`src/rtl/banked_dual_sram_if.sv`:
```
// banked_dual_sram_if: access bus of the banked dual-port SRAM.
// Per-bank strobes/addresses/data in, registered read data/flags out.
interface banked_dual_sram_if #(
  parameter int Data_Width = 8,
  parameter int Para_Deg   = 2,
  parameter int Addr_Width = 4,
  parameter int Nums_Bank  = 3
);
  logic [Nums_Bank-1:0]                     Mem_Clear;
  logic [Nums_Bank-1:0]                     Chip_Select;
  logic [Nums_Bank-1:0]                     En_Write;
  logic [Nums_Bank-1:0]                     En_Read;
  logic [Nums_Bank*Para_Deg-1:0]            Write_Mask;
  logic [Nums_Bank*Addr_Width-1:0]          Write_Addr;
  logic [Nums_Bank*Addr_Width-1:0]          Read_Addr;
  logic [Nums_Bank*Para_Deg*Data_Width-1:0] Write_Data;
  logic [Nums_Bank*Para_Deg*Data_Width-1:0] Read_Data;
  logic [Nums_Bank-1:0]                     Read_Valid;
  logic [Nums_Bank-1:0]                     Addr_Err;
  logic                                     Busy;

  modport master (
    output Mem_Clear, Chip_Select, En_Write, En_Read,
    output Write_Mask, Write_Addr, Read_Addr, Write_Data,
    input  Read_Data, Read_Valid, Addr_Err, Busy
  );

  modport slave (
    input  Mem_Clear, Chip_Select, En_Write, En_Read,
    input  Write_Mask, Write_Addr, Read_Addr, Write_Data,
    output Read_Data, Read_Valid, Addr_Err, Busy
  );
endinterface

```
`src/rtl/banked_dual_sram.sv`:
```
// banked_dual_sram: Nums_Bank simple dual-port SRAM banks, lane write
// mask, registered read with valid, write-first bypass, swept clear.
// Ports: clk, Reset (sync, active high), bus (banked_dual_sram_if.slave):
//  Mem_Clear/Chip_Select/En_Write/En_Read per bank, Write_Mask per lane,
//  Write_Addr/Read_Addr/Write_Data in; Read_Data/Read_Valid/Addr_Err/Busy out.
module banked_dual_sram #(
  parameter int Data_Width = 8,
  parameter int Para_Deg   = 2,
  parameter int Addr_Width = 4,
  parameter int Ram_Depth  = 16,
  parameter int Nums_Bank  = 3
) (
  input  logic clk,
  input  logic Reset,
  banked_dual_sram_if.slave bus
);
  localparam int W = Para_Deg * Data_Width;
  localparam logic [Addr_Width:0] DEPTH =
    (Addr_Width+1)'(Ram_Depth);
  localparam logic [Addr_Width-1:0] LAST =
    Addr_Width'(Ram_Depth - 1);

  typedef enum logic {S_IDLE, S_CLEAR} state_t;

  state_t                r_state;
  state_t                w_state_nxt;
  logic [Addr_Width-1:0] r_clr_addr;
  logic [Addr_Width-1:0] w_clr_addr_nxt;
  logic [Nums_Bank-1:0]  r_clr_mask;
  logic [Nums_Bank-1:0]  w_clr_mask_nxt;
  logic                  w_busy;
  logic                  w_clr_we;
  logic                  w_acc_ok;

  logic [W-1:0]           r_mem [Nums_Bank][Ram_Depth];
  logic [Nums_Bank*W-1:0] r_rdata;
  logic [Nums_Bank-1:0]   r_rvalid;
  logic [Nums_Bank-1:0]   r_aerr;

  logic [Addr_Width-1:0] w_waddr [Nums_Bank];
  logic [Addr_Width-1:0] w_raddr [Nums_Bank];
  logic [W-1:0]          w_rword [Nums_Bank];
  logic [Nums_Bank-1:0]  w_we;
  logic [Nums_Bank-1:0]  w_re;
  logic [Nums_Bank-1:0]  w_woor;
  logic [Nums_Bank-1:0]  w_roor;

  always_ff @(posedge clk) begin
    if (Reset) begin
      r_state    <= S_CLEAR;
      r_clr_addr <= '0;
      r_clr_mask <= '1;
    end else begin
      r_state    <= w_state_nxt;
      r_clr_addr <= w_clr_addr_nxt;
      r_clr_mask <= w_clr_mask_nxt;
    end
  end

  always_comb begin
    w_state_nxt    = r_state;
    w_clr_addr_nxt = r_clr_addr;
    w_clr_mask_nxt = r_clr_mask;
    unique case (r_state)
      S_IDLE: begin
        if (|bus.Mem_Clear) begin
          w_state_nxt    = S_CLEAR;
          w_clr_mask_nxt = bus.Mem_Clear;
          w_clr_addr_nxt = '0;
        end
      end
      S_CLEAR: begin
        w_clr_addr_nxt = r_clr_addr + 1'b1;
        if (r_clr_addr == LAST) begin
          w_state_nxt    = S_IDLE;
          w_clr_addr_nxt = '0;
        end
      end
    endcase
  end

  // The cycle that launches a clear accepts no user access.
  always_comb begin
    w_busy   = (r_state == S_CLEAR);
    w_clr_we = w_busy;
    w_acc_ok = (r_state == S_IDLE) & ~(|bus.Mem_Clear);
  end

  always_comb begin
    for (int b = 0; b < Nums_Bank; b++) begin
      w_waddr[b] = bus.Write_Addr[b*Addr_Width +: Addr_Width];
      w_raddr[b] = bus.Read_Addr[b*Addr_Width +: Addr_Width];
      w_woor[b]  = {1'b0, w_waddr[b]} >= DEPTH;
      w_roor[b]  = {1'b0, w_raddr[b]} >= DEPTH;
      w_we[b]    = w_acc_ok & bus.Chip_Select[b] & bus.En_Write[b];
      w_re[b]    = w_acc_ok & bus.Chip_Select[b] & bus.En_Read[b];
      w_rword[b] = '0;
      if (!w_roor[b]) begin
        w_rword[b] = r_mem[b][w_raddr[b]];
        // Write-first: lanes written this cycle bypass to the read.
        for (int l = 0; l < Para_Deg; l++) begin
          if (w_we[b] && !w_woor[b] &&
              (w_waddr[b] == w_raddr[b]) &&
              bus.Write_Mask[b*Para_Deg+l]) begin
            w_rword[b][l*Data_Width +: Data_Width] =
              bus.Write_Data[b*W + l*Data_Width +: Data_Width];
          end
        end
      end
    end
  end

  always_ff @(posedge clk) begin
    if (Reset) begin
      r_rdata  <= '0;
      r_rvalid <= '0;
      r_aerr   <= '0;
    end else begin
      for (int b = 0; b < Nums_Bank; b++) begin
        if (w_clr_we && r_clr_mask[b]) begin
          r_mem[b][r_clr_addr] <= '0;
        end else if (w_we[b] && !w_woor[b]) begin
          for (int l = 0; l < Para_Deg; l++) begin
            if (bus.Write_Mask[b*Para_Deg+l]) begin
              r_mem[b][w_waddr[b]][l*Data_Width +: Data_Width] <=
                bus.Write_Data[b*W + l*Data_Width +: Data_Width];
            end
          end
        end
        if (w_re[b]) begin
          r_rdata[b*W +: W] <= w_rword[b];
        end
        r_rvalid[b] <= w_re[b];
        r_aerr[b]   <= (w_we[b] & w_woor[b]) |
                       (w_re[b] & w_roor[b]);
      end
    end
  end

  assign bus.Read_Data  = r_rdata;
  assign bus.Read_Valid = r_rvalid;
  assign bus.Addr_Err   = r_aerr;
  assign bus.Busy       = w_busy;

endmodule

```
`src/flat_wrapper.sv`:
```
// flat-port wrapper written by rule: the top's interface ports become plain ports
module banked_dual_sram_flat 
#(
  parameter int Data_Width = 8,
  parameter int Para_Deg   = 2,
  parameter int Addr_Width = 4,
  parameter int Ram_Depth  = 16,
  parameter int Nums_Bank  = 3
)
  (clk, Reset, bus_Mem_Clear, bus_Chip_Select, bus_En_Write, bus_En_Read, bus_Write_Mask, bus_Write_Addr, bus_Read_Addr, bus_Write_Data, bus_Read_Data, bus_Read_Valid, bus_Addr_Err, bus_Busy);
  banked_dual_sram_if #(.Data_Width(Data_Width), .Para_Deg(Para_Deg), .Addr_Width(Addr_Width), .Nums_Bank(Nums_Bank)) bus_i ();
  input  logic clk;
  input  logic Reset;
  input wire logic [$bits(bus_i.Mem_Clear)-1:0] bus_Mem_Clear;
  input wire logic [$bits(bus_i.Chip_Select)-1:0] bus_Chip_Select;
  input wire logic [$bits(bus_i.En_Write)-1:0] bus_En_Write;
  input wire logic [$bits(bus_i.En_Read)-1:0] bus_En_Read;
  input wire logic [$bits(bus_i.Write_Mask)-1:0] bus_Write_Mask;
  input wire logic [$bits(bus_i.Write_Addr)-1:0] bus_Write_Addr;
  input wire logic [$bits(bus_i.Read_Addr)-1:0] bus_Read_Addr;
  input wire logic [$bits(bus_i.Write_Data)-1:0] bus_Write_Data;
  output wire logic [$bits(bus_i.Read_Data)-1:0] bus_Read_Data;
  output wire logic [$bits(bus_i.Read_Valid)-1:0] bus_Read_Valid;
  output wire logic [$bits(bus_i.Addr_Err)-1:0] bus_Addr_Err;
  output wire logic [$bits(bus_i.Busy)-1:0] bus_Busy;
  assign bus_i.Mem_Clear = bus_Mem_Clear;
  assign bus_i.Chip_Select = bus_Chip_Select;
  assign bus_i.En_Write = bus_En_Write;
  assign bus_i.En_Read = bus_En_Read;
  assign bus_i.Write_Mask = bus_Write_Mask;
  assign bus_i.Write_Addr = bus_Write_Addr;
  assign bus_i.Read_Addr = bus_Read_Addr;
  assign bus_i.Write_Data = bus_Write_Data;
  assign bus_Read_Data = bus_i.Read_Data;
  assign bus_Read_Valid = bus_i.Read_Valid;
  assign bus_Addr_Err = bus_i.Addr_Err;
  assign bus_Busy = bus_i.Busy;
  banked_dual_sram #(.Data_Width(Data_Width), .Para_Deg(Para_Deg), .Addr_Width(Addr_Width), .Ram_Depth(Ram_Depth), .Nums_Bank(Nums_Bank)) u_core (.clk(clk), .Reset(Reset), .bus(bus_i));
endmodule
```
`config.mk`:
```
export PLATFORM = sky130hd
export DESIGN_NAME = banked_dual_sram_flat
export DESIGN_NICKNAME = d
export VERILOG_FILES = /design/src/rtl/banked_dual_sram_if.sv /design/src/rtl/banked_dual_sram.sv /design/src/flat_wrapper.sv
export SDC_FILE = /design/constraint.sdc
export NUM_CORES = 1
export LEC_CHECK = 0
export ABC_AREA = 0
export ABC_CLOCK_PERIOD_IN_PS = 3650
export CAP_MARGIN = 40
export CORE_MARGIN = 10
export CORE_UTILIZATION = 35
export DETAILED_ROUTE_END_ITERATION = 10
export PLACE_DENSITY = 0.57
export SETUP_SLACK_MARGIN = 0.05
export SKIP_LAST_GASP = 1
export SYNTH_ARGS = -nofsm -noshare
export SYNTH_HDL_FRONTEND = slang
export SYNTH_SLANG_ARGS = --single-unit
```
`constraint.sdc`:
```
create_clock -name clk -period 3.65 [get_ports clk]
set_input_delay 0.73 -clock clk [delete_from_list [all_inputs] [get_ports clk]]
set_output_delay 0.73 -clock clk [all_outputs]
set_load 0.005 [all_outputs]
```
==> results.toml <==
# implementation run metrics
[run_status]
status = "finished, final reports clean"

[worst_hold_path]
whs_path_depth = 2

[detailed_routing]
wl_met1_um = 50200
postRouteAntennaNets = 0
met2_length_um = 52800

[worst_setup_path]
critPathArrivalTime_ns = 3.16
slowest_delay_ns = 0.62
slowest_stage = "a21oi_1"
crit_fanout = 8

[run]
drv_cap = 0

[global_route]
grt_util_all_layers_pct = 17.4
use_met3_pct = 2.65
grt_pass1_wl_um = 166000

[synth]
ys_top_cells_by_area = "edfxtp_1 (59%), and2_1 (12%), mux4_2 (7.2%), mux2i_1 (3.5%), dfxtp_1 (3.0%)"

[cts]
cts_root_buf = "clkbuf_16"
htreeDepth = 3
insertion_delay_ns = 0.66
clock_sinks = 827

[floorplanning]
die_h_um = 353

[final_layout]
instances_no_fill = 4695

[power_and_ir_drop]
clkPwrFrac_pct = 44.5
[placed cells by master, fill, tap and decap left out, types with 8 or more instances in the layout]
cell type and n:
o211ai_1 8, o21ai_0 85, clkbuf_16 91, mux2_2 35, nor2b_1 9, mux4_2 124, nor2_1 170, nand4_1 13
nor4_1 43, buf_12 15, and4_1 31, nor3_1 68, mux2i_1 138, nand2_1 104, nand3_1 37, clkinv_1 16
a21o_1 8, o311a_1 8, a21oi_1 11, a22oi_1 19, edfxtp_1 768, a31o_2 40, bufinv_16 12, clkinv_2 23
nand3b_1 10, dfxtp_1 59, a221oi_1 39, buf_4 208, xor2_1 12, a2111oi_0 8, and3_1 13, clkbuf_1 18
and2_1 742, clkdlybuf4s50_1 135
[flip-flops by register name, indices dropped and copies added (netlist names)]
register               flops
u_core.bus.Read_Valid      3
u_core.bus.Read_Data      48
u_core.r_clr_mask          3
u_core.r_mem             768
u_core.r_clr_addr          4
u_core.bus.Busy            1
[layout make-up]
class	instances	area [um2]	area share, %
Multi-Input combinational cell	1837	13800	29.8
Clock buffer	110	2360	5.10
Clock inverter	56	624	1.35
Tap cell	1488	1860	4.02
Antenna cell	2	5.00	0.0108
Timing Repair Buffer	370	3340	7.22
Inverter	5	18.8	0.0406
Sequential cell	827	24200	52.4
[per-stage QoR]
step	power, mW	area, um2
floorplan	11.2	38900
global placement	11.8	43200
detailed placement	11.8	43300
CTS	21.1	46300
global route	21.5	46300
finish	20.9	46300
[cells by family after synthesis]
logic type,after synthesis
and+or+nand+nor,1272
DFF,827
muxes,297
AOI/OAI and AO/OA,249
buffers and inverters,205
xor gates and xnor gates,12
adders and majority gates,4
other,1
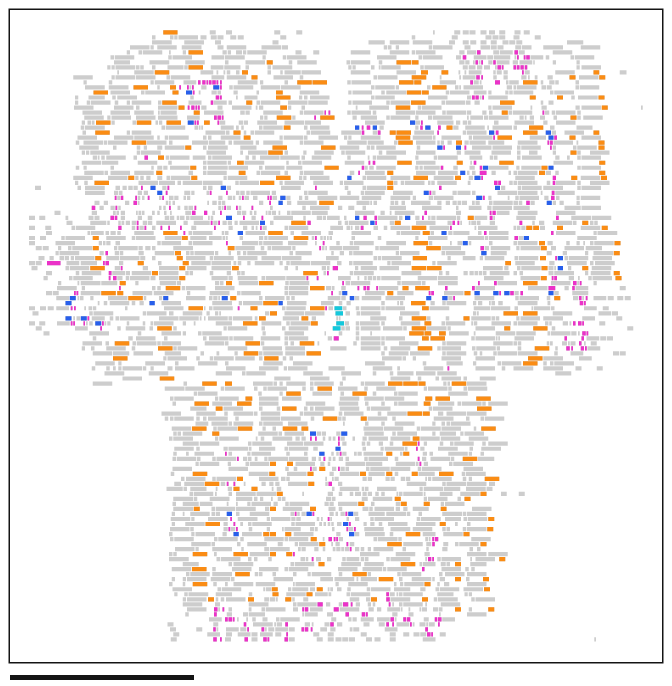
Fig. 1. Selected gate families.
Bar = 100 um.
legend:
  adder and majority cells:
    color: cyan
    cells: 4
    where: center
  NOR gates:
    color: magenta
    cells: 306
    where: all over the die
  multiplexers:
    color: orange
    cells: 297
  AND-OR and OR-AND gates:
    color: blue
    cells: 65

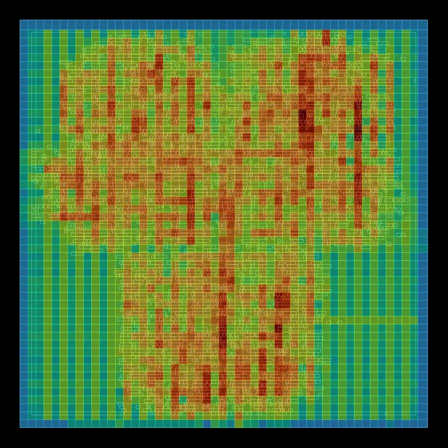
Fig. 2. Routing congestion.
met2 GRT Util: 28.2%
met1 usage: 24.0%

Power and IR drop assume default switching activity.
